<file path="config.mk">
export PLATFORM = sky130hd
export DESIGN_NAME = io_pad_turnaround_arbiter
export DESIGN_NICKNAME = d
export VERILOG_FILES = /design/src/rtl/io_pad_arb_pkg.sv /design/src/rtl/io_pad_arb_rr_pick.sv /design/src/rtl/io_pad_turnaround_arbiter.sv
export SDC_FILE = /design/constraint.sdc
export NUM_CORES = 1
export LEC_CHECK = 0
export CORE_MARGIN = 2
export CORE_UTILIZATION = 30
export CTS_CLUSTER_DIAMETER = 30
export DETAILED_ROUTE_END_ITERATION = 10
export PLACE_DENSITY = 0.53
export SLEW_MARGIN = 15
export SYNTH_ARGS = -nofsm -noshare
export SYNTH_HDL_FRONTEND = slang
export SYNTH_HIERARCHICAL = 1
export SYNTH_SLANG_ARGS = --single-unit
</file>
<file path="constraint.sdc">
create_clock -name UserCLK -period 3.12 [get_ports UserCLK]
set_clock_uncertainty 0.05 [all_clocks]
set_input_delay 0.78 -clock UserCLK [delete_from_list [all_inputs] [get_ports UserCLK]]
set_output_delay 0.78 -clock UserCLK [all_outputs]
set_load 0.005 [all_outputs]
</file>
<file path="src/rtl/io_pad_arb_pkg.sv">
// Shared state encoding, pad direction constants and parameter checks for the IO pad arbiter.
package io_pad_arb_pkg;

  typedef enum logic [1:0] {
    IDLE = 2'd0,
    TURN = 2'd1,
    OWN  = 2'd2
  } arb_state_e;

  localparam logic DIR_READ  = 1'b0;
  localparam logic DIR_DRIVE = 1'b1;

  function automatic bit nreq_ok(input int nreq);
    return (nreq >= 2) && (nreq <= 8);
  endfunction

endpackage

</file>
<file path="src/rtl/io_pad_arb_rr_pick.sv">
// Combinational round-robin picker: first eligible requester at or after i_ptr, wrapping.
module io_pad_rr_pick #(
  parameter int NREQ = 4,
  parameter int PW   = 2
) (
  input  logic [NREQ-1:0] i_eligible,
  input  logic [PW-1:0]   i_ptr,
  output logic [NREQ-1:0] o_winner,
  output logic            o_any
);

  logic [NREQ-1:0] w_rot;
  logic [NREQ-1:0] w_rot_win;

  // Rotate so the pointer sits at bit 0, isolate the lowest set bit, rotate back.
  always_comb begin
    w_rot     = NREQ'({i_eligible, i_eligible} >> i_ptr);
    w_rot_win = w_rot & (-w_rot);
    o_winner  = NREQ'(({w_rot_win, w_rot_win} << i_ptr) >> NREQ);
  end

  assign o_any = |i_eligible;

endmodule

</file>
<file path="src/rtl/io_pad_turnaround_arbiter.sv">
// Round-robin owner of one bidirectional pad with tristate turnaround on direction change.
// Optional forced release of long owners when `IO_PAD_ARB_TIMEOUT_EN is defined.
module io_pad_turnaround_arbiter
  import io_pad_arb_pkg::*;
#(
  parameter int NREQ         = 4,
  parameter int TURN_CYCLES  = 2,
  parameter int MAX_HOLD     = 16,
  parameter int NoConfigBits = NREQ
) (
  input  logic                    UserCLK,
  input  logic                    resetn,
  input  logic [NREQ-1:0]         req,
  input  logic [NREQ-1:0]         dir,
  input  logic [NREQ-1:0]         wdata,
  output logic [NREQ-1:0]         gnt,
  output logic                    rdata,
  output logic                    rvalid,
  output logic                    busy,
  output logic                    I_top,
  output logic                    T_top,
  input  logic                    O_top,
  input  logic [NoConfigBits-1:0] ConfigBits
);

  localparam int PW = $clog2(NREQ);
  localparam int TW = (TURN_CYCLES > 0) ? $clog2(TURN_CYCLES + 1) : 1;
  localparam logic [TW-1:0] TURN_LOAD = (TURN_CYCLES > 0) ? TW'(TURN_CYCLES - 1) : '0;

  if (!nreq_ok(NREQ) || (NoConfigBits != NREQ) || (MAX_HOLD < 1)) begin : g_bad_cfg
    $error("io_pad_turnaround_arbiter: unsupported parameter set");
  end

  arb_state_e      r_state;
  arb_state_e      w_state_nxt;
  logic [PW-1:0]   r_ptr;
  logic [PW-1:0]   r_owner_idx;
  logic [NREQ-1:0] r_own;
  logic            r_own_dir;
  logic            r_last_dir;
  logic [TW-1:0]   r_turn_cnt;
  logic [NREQ-1:0] r_gnt;
  logic            r_i_top;
  logic            r_t_top;
  logic            r_rdata;
  logic            r_rvalid;

  logic [NREQ-1:0] w_elig;
  logic [NREQ-1:0] w_winner;
  logic            w_any;
  logic            w_win_dir;
  logic            w_own_req;
  logic            w_own_cfg;
  logic            w_own_wdata;
  logic            w_timeout;
  logic            w_latch;
  logic            w_grant;
  logic            w_release;
  logic [NREQ-1:0] w_gnt_oh;
  logic            w_gnt_dir;
  logic [PW-1:0]   w_ptr_nxt;

  function automatic logic [PW-1:0] oh2idx(input logic [NREQ-1:0] oh);
    logic [PW-1:0] idx;
    idx = '0;
    for (int i = 0; i < NREQ; i++) begin
      if (oh[i]) idx = idx | PW'(i);
    end
    return idx;
  endfunction

`ifdef IO_PAD_ARB_TIMEOUT_EN
  localparam int HW = $clog2(MAX_HOLD + 1);
  logic [HW-1:0]   r_hold;
  logic [NREQ-1:0] r_evicted;

  // An evicted requester stays ineligible until it drops req once.
  assign w_elig    = req & ConfigBits & ~r_evicted;
  assign w_timeout = (r_hold == HW'(MAX_HOLD - 1)) && (|(w_elig & ~r_own));

  always_ff @(posedge UserCLK or negedge resetn) begin
    if (!resetn) begin
      r_hold    <= '0;
      r_evicted <= '0;
    end else begin
      if (w_grant) begin
        r_hold <= '0;
      end else if ((r_state == OWN) && (r_hold != HW'(MAX_HOLD - 1))) begin
        r_hold <= r_hold + HW'(1);
      end
      r_evicted <= (r_evicted & req) | ((w_release && w_timeout) ? r_own : '0);
    end
  end
`else
  assign w_elig    = req & ConfigBits;
  assign w_timeout = 1'b0;
`endif

  io_pad_rr_pick #(
    .NREQ (NREQ),
    .PW   (PW)
  ) u_pick (
    .i_eligible (w_elig),
    .i_ptr      (r_ptr),
    .o_winner   (w_winner),
    .o_any      (w_any)
  );

  assign w_win_dir   = |(w_winner & dir);
  assign w_own_req   = |(r_own & req);
  assign w_own_cfg   = |(r_own & ConfigBits);
  assign w_own_wdata = |(r_own & wdata);
  assign w_gnt_oh    = (r_state == IDLE) ? w_winner  : r_own;
  assign w_gnt_dir   = (r_state == IDLE) ? w_win_dir : r_own_dir;
  assign w_ptr_nxt   = (r_owner_idx == PW'(NREQ - 1)) ? '0 : r_owner_idx + PW'(1);

  always_ff @(posedge UserCLK or negedge resetn) begin
    if (!resetn) r_state <= IDLE;
    else         r_state <= w_state_nxt;
  end

  always_comb begin
    w_state_nxt = r_state;
    w_latch     = 1'b0;
    w_grant     = 1'b0;
    w_release   = 1'b0;
    case (r_state)
      IDLE: begin
        if (w_any) begin
          w_latch = 1'b1;
          if ((w_win_dir != r_last_dir) && (TURN_CYCLES > 0)) begin
            w_state_nxt = TURN;
          end else begin
            w_state_nxt = OWN;
            w_grant     = 1'b1;
          end
        end
      end
      TURN: begin
        if (!w_own_req) begin
          w_state_nxt = IDLE;
        end else if (r_turn_cnt == '0) begin
          w_state_nxt = OWN;
          w_grant     = 1'b1;
        end
      end
      OWN: begin
        if (!w_own_req || !w_own_cfg || w_timeout) begin
          w_state_nxt = IDLE;
          w_release   = 1'b1;
        end
      end
      default: w_state_nxt = IDLE;
    endcase
  end

  always_ff @(posedge UserCLK or negedge resetn) begin
    if (!resetn) begin
      r_ptr       <= '0;
      r_owner_idx <= '0;
      r_own       <= '0;
      r_own_dir   <= DIR_READ;
      r_last_dir  <= DIR_READ;
      r_turn_cnt  <= '0;
      r_gnt       <= '0;
      r_i_top     <= 1'b0;
      r_t_top     <= 1'b0;
      r_rdata     <= 1'b0;
      r_rvalid    <= 1'b0;
    end else begin
      r_rdata <= O_top;
      if (w_latch) begin
        r_own       <= w_winner;
        r_own_dir   <= w_win_dir;
        r_owner_idx <= oh2idx(w_winner);
        r_turn_cnt  <= TURN_LOAD;
      end else if (r_state == TURN) begin
        r_turn_cnt <= r_turn_cnt - TW'(1);
      end
      if (w_grant) begin
        r_gnt      <= w_gnt_oh;
        r_last_dir <= w_gnt_dir;
        if (w_gnt_dir == DIR_READ) r_t_top <= 1'b0;
      end else if (w_release) begin
        r_gnt    <= '0;
        r_rvalid <= 1'b0;
        r_ptr    <= w_ptr_nxt;
      end else if (r_state == OWN) begin
        if (r_own_dir == DIR_DRIVE) begin
          r_i_top <= w_own_wdata;
          r_t_top <= 1'b1;
        end else begin
          r_t_top  <= 1'b0;
          r_rvalid <= 1'b1;
        end
      end
      // The pad is released for the whole turnaround window.
      if (w_state_nxt == TURN) r_t_top <= 1'b0;
    end
  end

  assign gnt    = r_gnt;
  assign rdata  = r_rdata;
  assign rvalid = r_rvalid;
  assign busy   = (r_state != IDLE);
  assign I_top  = r_i_top;
  assign T_top  = r_t_top;

endmodule
</file>
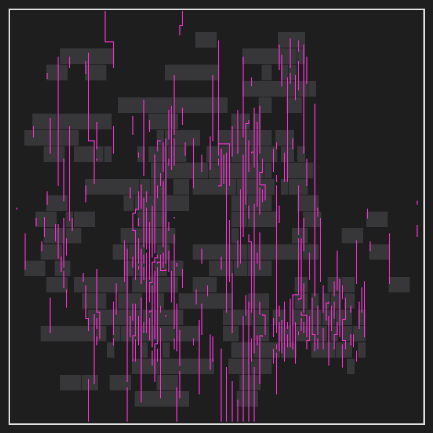
**Above:** run 1 (M2 wires).
(6 px per um) Cells faint in the background.
share of all routed wire: 45%
longest straight run: 32.0 um
Total Wirelength: 3.17 mm
met2 Resource Use GR: 23.0%

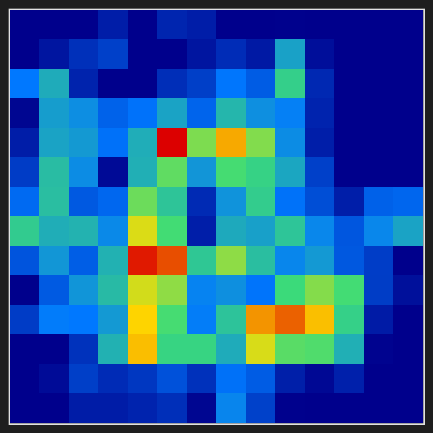
**Above:** run 1 (routed metal per tile).
(6 px per um) 14 x 14 tiles, from dark blue (low) to red (high), scaled to the fullest tile. Values are wire area over tile area, all layers added.
nearly empty tiles: 26%
fullest tile: 0.46
mean over tiles: 0.11
tiles over half the peak: 13%
emptiest ninth of the die: upper right
densest ninth of the die: centre

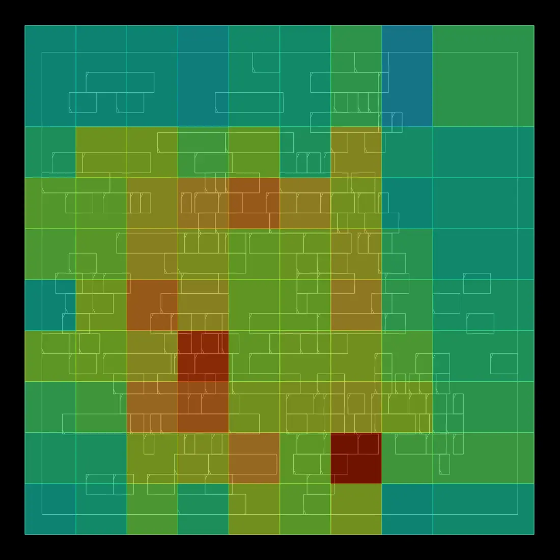
**Above:** run 1 (routing congestion).
gr usage total: 15.5%
DR WL/cell: 15.3 um
busiest layer in global routing: met2

==> results.yml, run 1 <==
# yosys + openroad results
setup_path:
  r2r_end: "T_top"
  crit_top_cell: "and2_1"
  critPathMaxFanout: 9
  r2r_cells: 9
  endpoint: "gnt[3]"
  end_kind: "flip-flop"
  arrival_ns: 2.93
  worstReg2RegStart: "r_ptr[1]"
  rrSetupSlack_ns: 1.05
  cp.depth: 11
  critical_path.top_delay_family: "AND-OR/OR-AND gates"
synth:
  simple_gate_share_pct: 21.5
  fp_nets: 143
  mux_area_share_pct: 7.13
  syn_area_um2: 1260
  synthTopCellsByCount: "22 x dfrtp_1, 13 x nor2_1, 10 x nand2_1"
  ys_area_um2: 1260
  synth.most_common_cell: "dfrtp_1"
routing:
  route.met2.wl_mm: 1.44
  via_count: 1060
  viasPerCell: 5.12
  wirelength_met1_mm: 1.48
placement:
  placed_area_um2: 1630
  dp.cells: 203
  dp_slack_ns: 0.0358
  dp_hpwl_mm: 2.48
clock_tree:
  clkSinkCount: 22
  clk_pin_slew_ns: 0.08
  cts_tree: "built"
  clock.latency.late_pin_ns: 0.26
cells_and_area:
  area_growth_pct: 33.0
status:
  status: "complete, no violations"
floorplan:
  io_pins: 28
  rows: 23
  initCoreUtil_pct: 31.4
power_and_ir_drop:
  power.density_nw_per_um2: 829
  p_total_w: 0.00139
  pwr-share-comb_pct: 46.7
  power.switching_w: 0.000534
  power_leakage_nw: 0.740
  sw_frac_of_total_pct: 38.3
final_timing:
  rsz0062_at_grt: "false"
  fin_crit_sh_pct: 90.6
  worst_pin_slew_ns: 0.372
  finalCriticalPeriod_ns: 2.83
min_path:
  min-delay-path-class: "flip-flop to flip-flop"
grt:
  antenna_found_initial: 0
  grt_pass1_wl_mm: 5.36
## run 1: area by class of cell
class / count / area [um2] / area share, %
multi-input cells: 92 / 674 / 40.1
flip-flops and latches: 22 / 551 / 32.8
repair buffers: 33 / 315 / 18.8
well taps: 50 / 62.6 / 3.72
clock buffers: 4 / 55.1 / 3.28
inverters: 6 / 22.5 / 1.34
## run 1: kinds of logic (layout without fill, tap and decap cells)
logic type,count (synthesis),count (layout)
AND/OR/NAND/NOR,44,44
AND-OR/OR-AND,37,37
flip-flops,22,22
multiplexers,8,8
buffers and inverters,8,43
adder cells (fa/ha/maj),2,2
XOR/XNOR,1,1
==> run 2: changes to the inputs <==
--- a/config.mk
+++ b/config.mk
@@ -5,10 +5,12 @@
 export SDC_FILE = /design/constraint.sdc
 export NUM_CORES = 1
 export LEC_CHECK = 0
+export CAP_MARGIN = 25
 export CORE_MARGIN = 2
 export CORE_UTILIZATION = 30
 export CTS_CLUSTER_DIAMETER = 30
 export DETAILED_ROUTE_END_ITERATION = 10
+export GPL_TIMING_DRIVEN = 0
 export PLACE_DENSITY = 0.53
 export SLEW_MARGIN = 15
 export SYNTH_ARGS = -nofsm -noshare
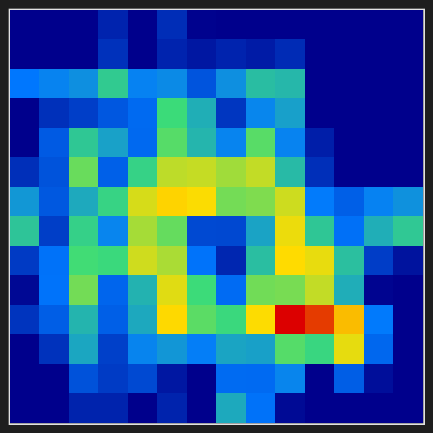
**Above:** run 2 (routed metal per tile).
(6 px per um) 14 x 14 tiles, from dark blue (low) to red (high), scaled to the fullest tile. Values are wire area over tile area, all layers added.
densest ninth of the die: centre
nearly empty tiles: 28%
emptiest ninth of the die: upper right
fullest tile: 0.37
mean over tiles: 0.094

==> results.yml, run 2 <==
# yosys + openroad results
cells_and_area:
  logic_area_um2: 674
  fill_cells: 388
  instances_no_fill: 204
  fin_util_pct: 41.4
  nNetsFinal: 176
  lay_top_count: "clkdlybuf4s50_1"
  seq_area_um2: 551
  area_growth_pct: 31.9
clock_tree:
  h-tree-depth: 1
  cts.repair.resized: 0
  clk_pin_slew_ns: 0.08
  cts_tree: "built"
  clock.latency.late_pin_ns: 0.25
  clkSinkCount: 22
synth:
  async_flop_share_pct: 100
  fp_nets: 143
  synth.most_common_cell: "dfrtp_1"
  postSynthCellCount: 122
  largest_area_cell: "dfrtp_1"
  top_area_share_pct: 43.6
  ys_area_um2: 1260
  synth_cell_types: 39
  synthTopCellsByCount: "22 x dfrtp_1, 13 x nor2_1, 10 x nand2_1"
  synth_flops: 22
  yosys_cells: 122
  syn_area_um2: 1260
status:
  status: "complete, no violations"
final_timing:
  fin_ws_ns: 0.199
  final-hold-violation-count: 0
  slew_viol_final: 0
  fin_crit_sh_pct: 93.6
  hold_ws_ns: 0.453
  finalCriticalPeriod_ns: 2.92
  worst_pin_slew_ns: 0.340
  rsz0062_at_grt: "false"
setup_path:
  end_kind: "flip-flop"
  startpoint_type: "input pin"
  crit_chain: "clkdlybuf4s50_1, and2_1, nor2b_1, o21ai_0, and3_1, a22o_1, nor2b_4, o211a_4, buf_6, nand3b_4, a31oi_2"
  crit_buf_inv: 2
  critPathMaxFanout: 10
  worstReg2RegStart: "r_ptr[0]"
  cp.depth: 11
  endpoint: "T_top"
  cpMaxStageDelayCell: "clkdlybuf4s50_1"
  r2r_end: "T_top"
  arrival_ns: 3.05
  worstPathRequired_ns: 3.25
  path_class: "input pin to flip-flop"
  rrSetupSlack_ns: 0.97
  critical_path.top_delay_family: "simple AND/OR/NAND/NOR gates"
  r2r_cells: 9
grt:
  use_met3_pct: 1.14
  grt_busiest_layer: "met2"
  grt_pass1_vias: 1062
  grtUsageMet1_pct: 20.4
  grt_util_all_layers_pct: 14.1
  grt_pass1_wl_mm: 4.97
  antenna_found_initial: 0
routing:
  route.met2.wl_mm: 1.40
  first_pass_iters: 4
  wirelength_met1_mm: 1.46
  wl_per_cell_um: 14.5
  viasPerCell: 5.14
  met3_length_um: 81
  drcViolationCount: 0
  top_layer: "met4"
min_path:
  min-delay-path-class: "flip-flop to flip-flop"
  hold_start: "r_turn_cnt[0]"
placement:
  dp_slack_ns: -0.0461
  dp.cells: 199
  dp_hpwl_mm: 2.30
  port_buffers: 27
  gp_congestion: 0.764
  placed_area_um2: 1600
power_and_ir_drop:
  clock_power_share_pct: 14.5
  power_leakage_nw: 0.728
  p_int_w: 0.000854
  p_total_w: 0.00137
  powerComb_w: 0.000641
  power.switching_w: 0.000516
  power.density_nw_per_um2: 822
  seqPwrFrac_pct: 38.7
  pwr-share-comb_pct: 46.8
  sw_frac_of_total_pct: 37.6
floorplan:
  initCoreUtil_pct: 31.4
  die_x_um: 68.9
  io_pins: 28
  rows: 23
  core_area_um2: 4030
flow_run:
  warnings: 26
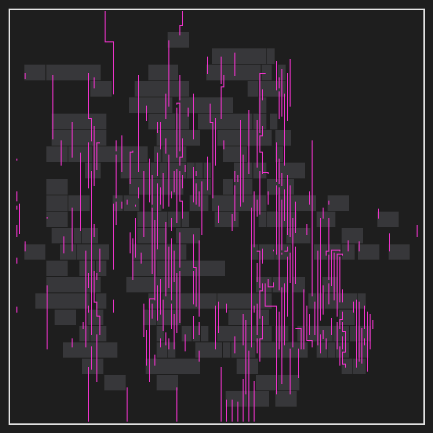
**Above:** run 2 (M2 wires).
(6 px per um) Cells faint in the background.
share of all routed wire: 48%
wire length on this layer: 1400 um
nets with wire on the layer: 148
longest straight run: 27.2 um
main direction: vertical
Total Wirelength: 2.95 mm
met2 Resource Use GR: 22.4%
total number of vias: 1048

## run 2: cell count changes in the layout (fill, tap and decap cells not counted), sizes merged
cell	before	now
buf	6	3
## run 2: cell type report
| type | count | area share (%) |
|---|---|---|
| plain buffers | 2 | 0.976 |
| flip-flops and latches | 22 | 33.0 |
| well taps | 50 | 3.75 |
| multi-input cells | 92 | 40.5 |
| repair buffers | 28 | 17.1 |
| clock buffers | 4 | 3.30 |
| inverters | 6 | 1.35 |
## run 2: cells by family (layout without fill, tap and decap cells)
kind of cell / after synthesis / in the layout / share of synthesized area (%)
simple gates: 44 / 44 / 21.5
compound gates: 37 / 37 / 22.1
flops: 22 / 22 / 43.6
mux: 8 / 8 / 7.13
buf+inv: 8 / 40 / 3.07
fa+ha+maj: 2 / 2 / 1.98
xor+xnor: 1 / 1 / 0.693
==> run 3: changes to the inputs <==
--- a/config.mk
+++ b/config.mk
@@ -12,7 +12,7 @@
 export DETAILED_ROUTE_END_ITERATION = 10
 export GPL_TIMING_DRIVEN = 0
 export PLACE_DENSITY = 0.53
-export SLEW_MARGIN = 15
+export SLEW_MARGIN = 20
 export SYNTH_ARGS = -nofsm -noshare
 export SYNTH_HDL_FRONTEND = slang
 export SYNTH_HIERARCHICAL = 1
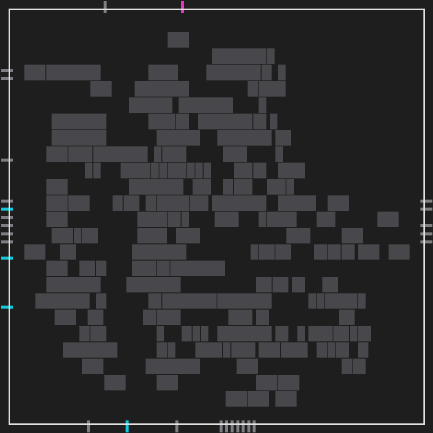
**Above:** run 3 (pin map).
(6 px per um) Pins as bars across the die edge, other pins in grey.
[magenta] T_top | pins: 1 | direction: output | edge: top
[cyan] gnt | pins: 4 | direction: output | edge: 3 left, 1 bottom
all pins by edge: 11 left, 10 bottom, 5 right, 2 top

==> results.yml, run 3 <==
# yosys + openroad results
placement:
  dp_hpwl_mm: 2.30
  gp_congestion: 0.764
  port_buffers: 27
  dp.cells: 199
grt:
  antenna_found_initial: 0
  grt_pass1_vias: 1062
  grtUsageMet1_pct: 20.4
  grt_busiest_layer: "met2"
  grt_pass1_wl_mm: 4.97
synth:
  async_flop_share_pct: 100
  synth.most_common_cell: "dfrtp_1"
  postSynthCellCount: 122
  yosys_cells: 122
  synthTopCellsByCount: "22 x dfrtp_1, 13 x nor2_1, 10 x nand2_1"
  largest_area_cell: "dfrtp_1"
clock_tree:
  clk_pin_slew_ns: 0.08
  h-tree-depth: 1
  cts.repair.resized: 0
  cts_tree: "built"
final_timing:
  fin_crit_sh_pct: 94.1
  hold_ws_ns: 0.452
  finalCriticalPeriod_ns: 2.93
  worst_pin_slew_ns: 0.455
setup_path:
  r2r_cells: 9
  worstReg2RegStart: "r_ptr[0]"
  r2r_end: "T_top"
  critical_path.top_delay_family: "simple AND/OR/NAND/NOR gates"
  path_class: "input pin to flip-flop"
  arrival_ns: 3.06
  rrSetupSlack_ns: 0.97
  endpoint: "T_top"
routing:
  top_layer: "met4"
  wirelength_met1_mm: 1.46
  drcViolationCount: 0
  wl_per_cell_um: 14.8
  met3_length_um: 139
power_and_ir_drop:
  power.density_nw_per_um2: 824
  p_total_w: 0.00137
min_path:
  min-delay-path-class: "flip-flop to flip-flop"
  hold_start: "r_turn_cnt[0]"
floorplan:
  core_area_um2: 4030
  io_pins: 28
flow_run:
  warnings: 26
cells_and_area:
  lay_top_count: "clkdlybuf4s50_1"
  area_growth_pct: 31.9
status:
  status: "complete, no violations"
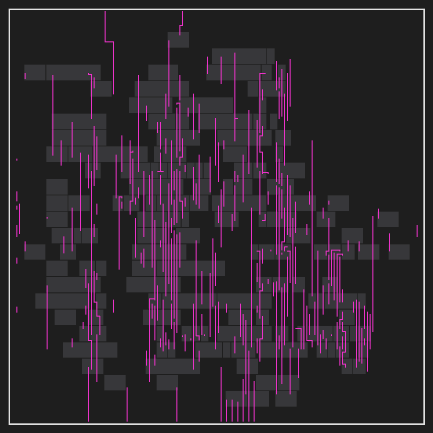
**Above:** run 3 (M2 wires).
(6 px per um) Cells faint in the background.
nets with wire on the layer: 149
main direction: vertical
total number of vias: 1049
Total Wirelength: 3.02 mm

## run 3: where the power goes
group          switching (W)  leakage (nW)  internal, W
clock              0.0000866        0.0288     0.000112
combinational       0.000304         0.421     0.000339
sequential          0.000129         0.278     0.000403
## run 3: kinds of logic (layout without fill, tap and decap cells)
family / after synthesis / count (layout) / synth area share [%]
xor gates and xnor gates: 1 / 1 / 0.693
and+or+nand+nor: 44 / 44 / 21.5
DFF: 22 / 22 / 43.6
adders and majority gates: 2 / 2 / 1.98
muxes: 8 / 8 / 7.13
AOI/OAI and AO/OA: 37 / 37 / 22.1
buffers and inverters: 8 / 40 / 3.07
## run 3: area by class of cell
class	count	area [um2]
fill	388	2360
multi-input combinational	92	674
sequential	22	551
timing repair buffer	28	285
tap	50	62.6
clock buffer	4	55.1
inverter	6	22.5
buffer	2	16.3

==> screenshots <==
M3 wires.
(6 px per um) Cells faint in the background.
panel A
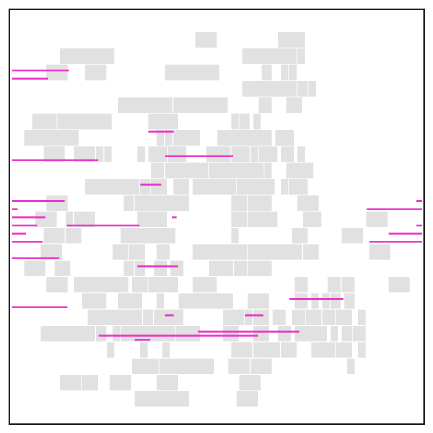
panel B
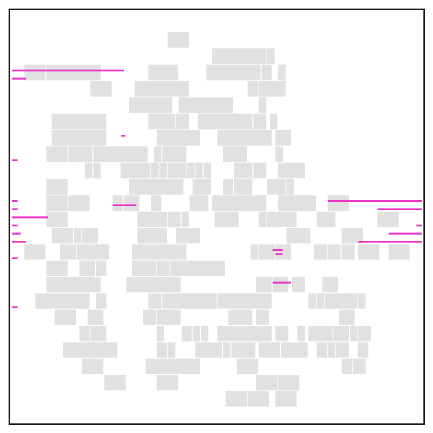
| picture | from |
|---|---|
| panel B | run 2 |
| panel A | run 1 |

Key to panel B:
wire length on this layer: 81.4 um
longest straight run: 18.4 um
main direction: horizontal
share of all routed wire: 2.8%

No activity file was given, so power comes from the tool's default toggle rates.
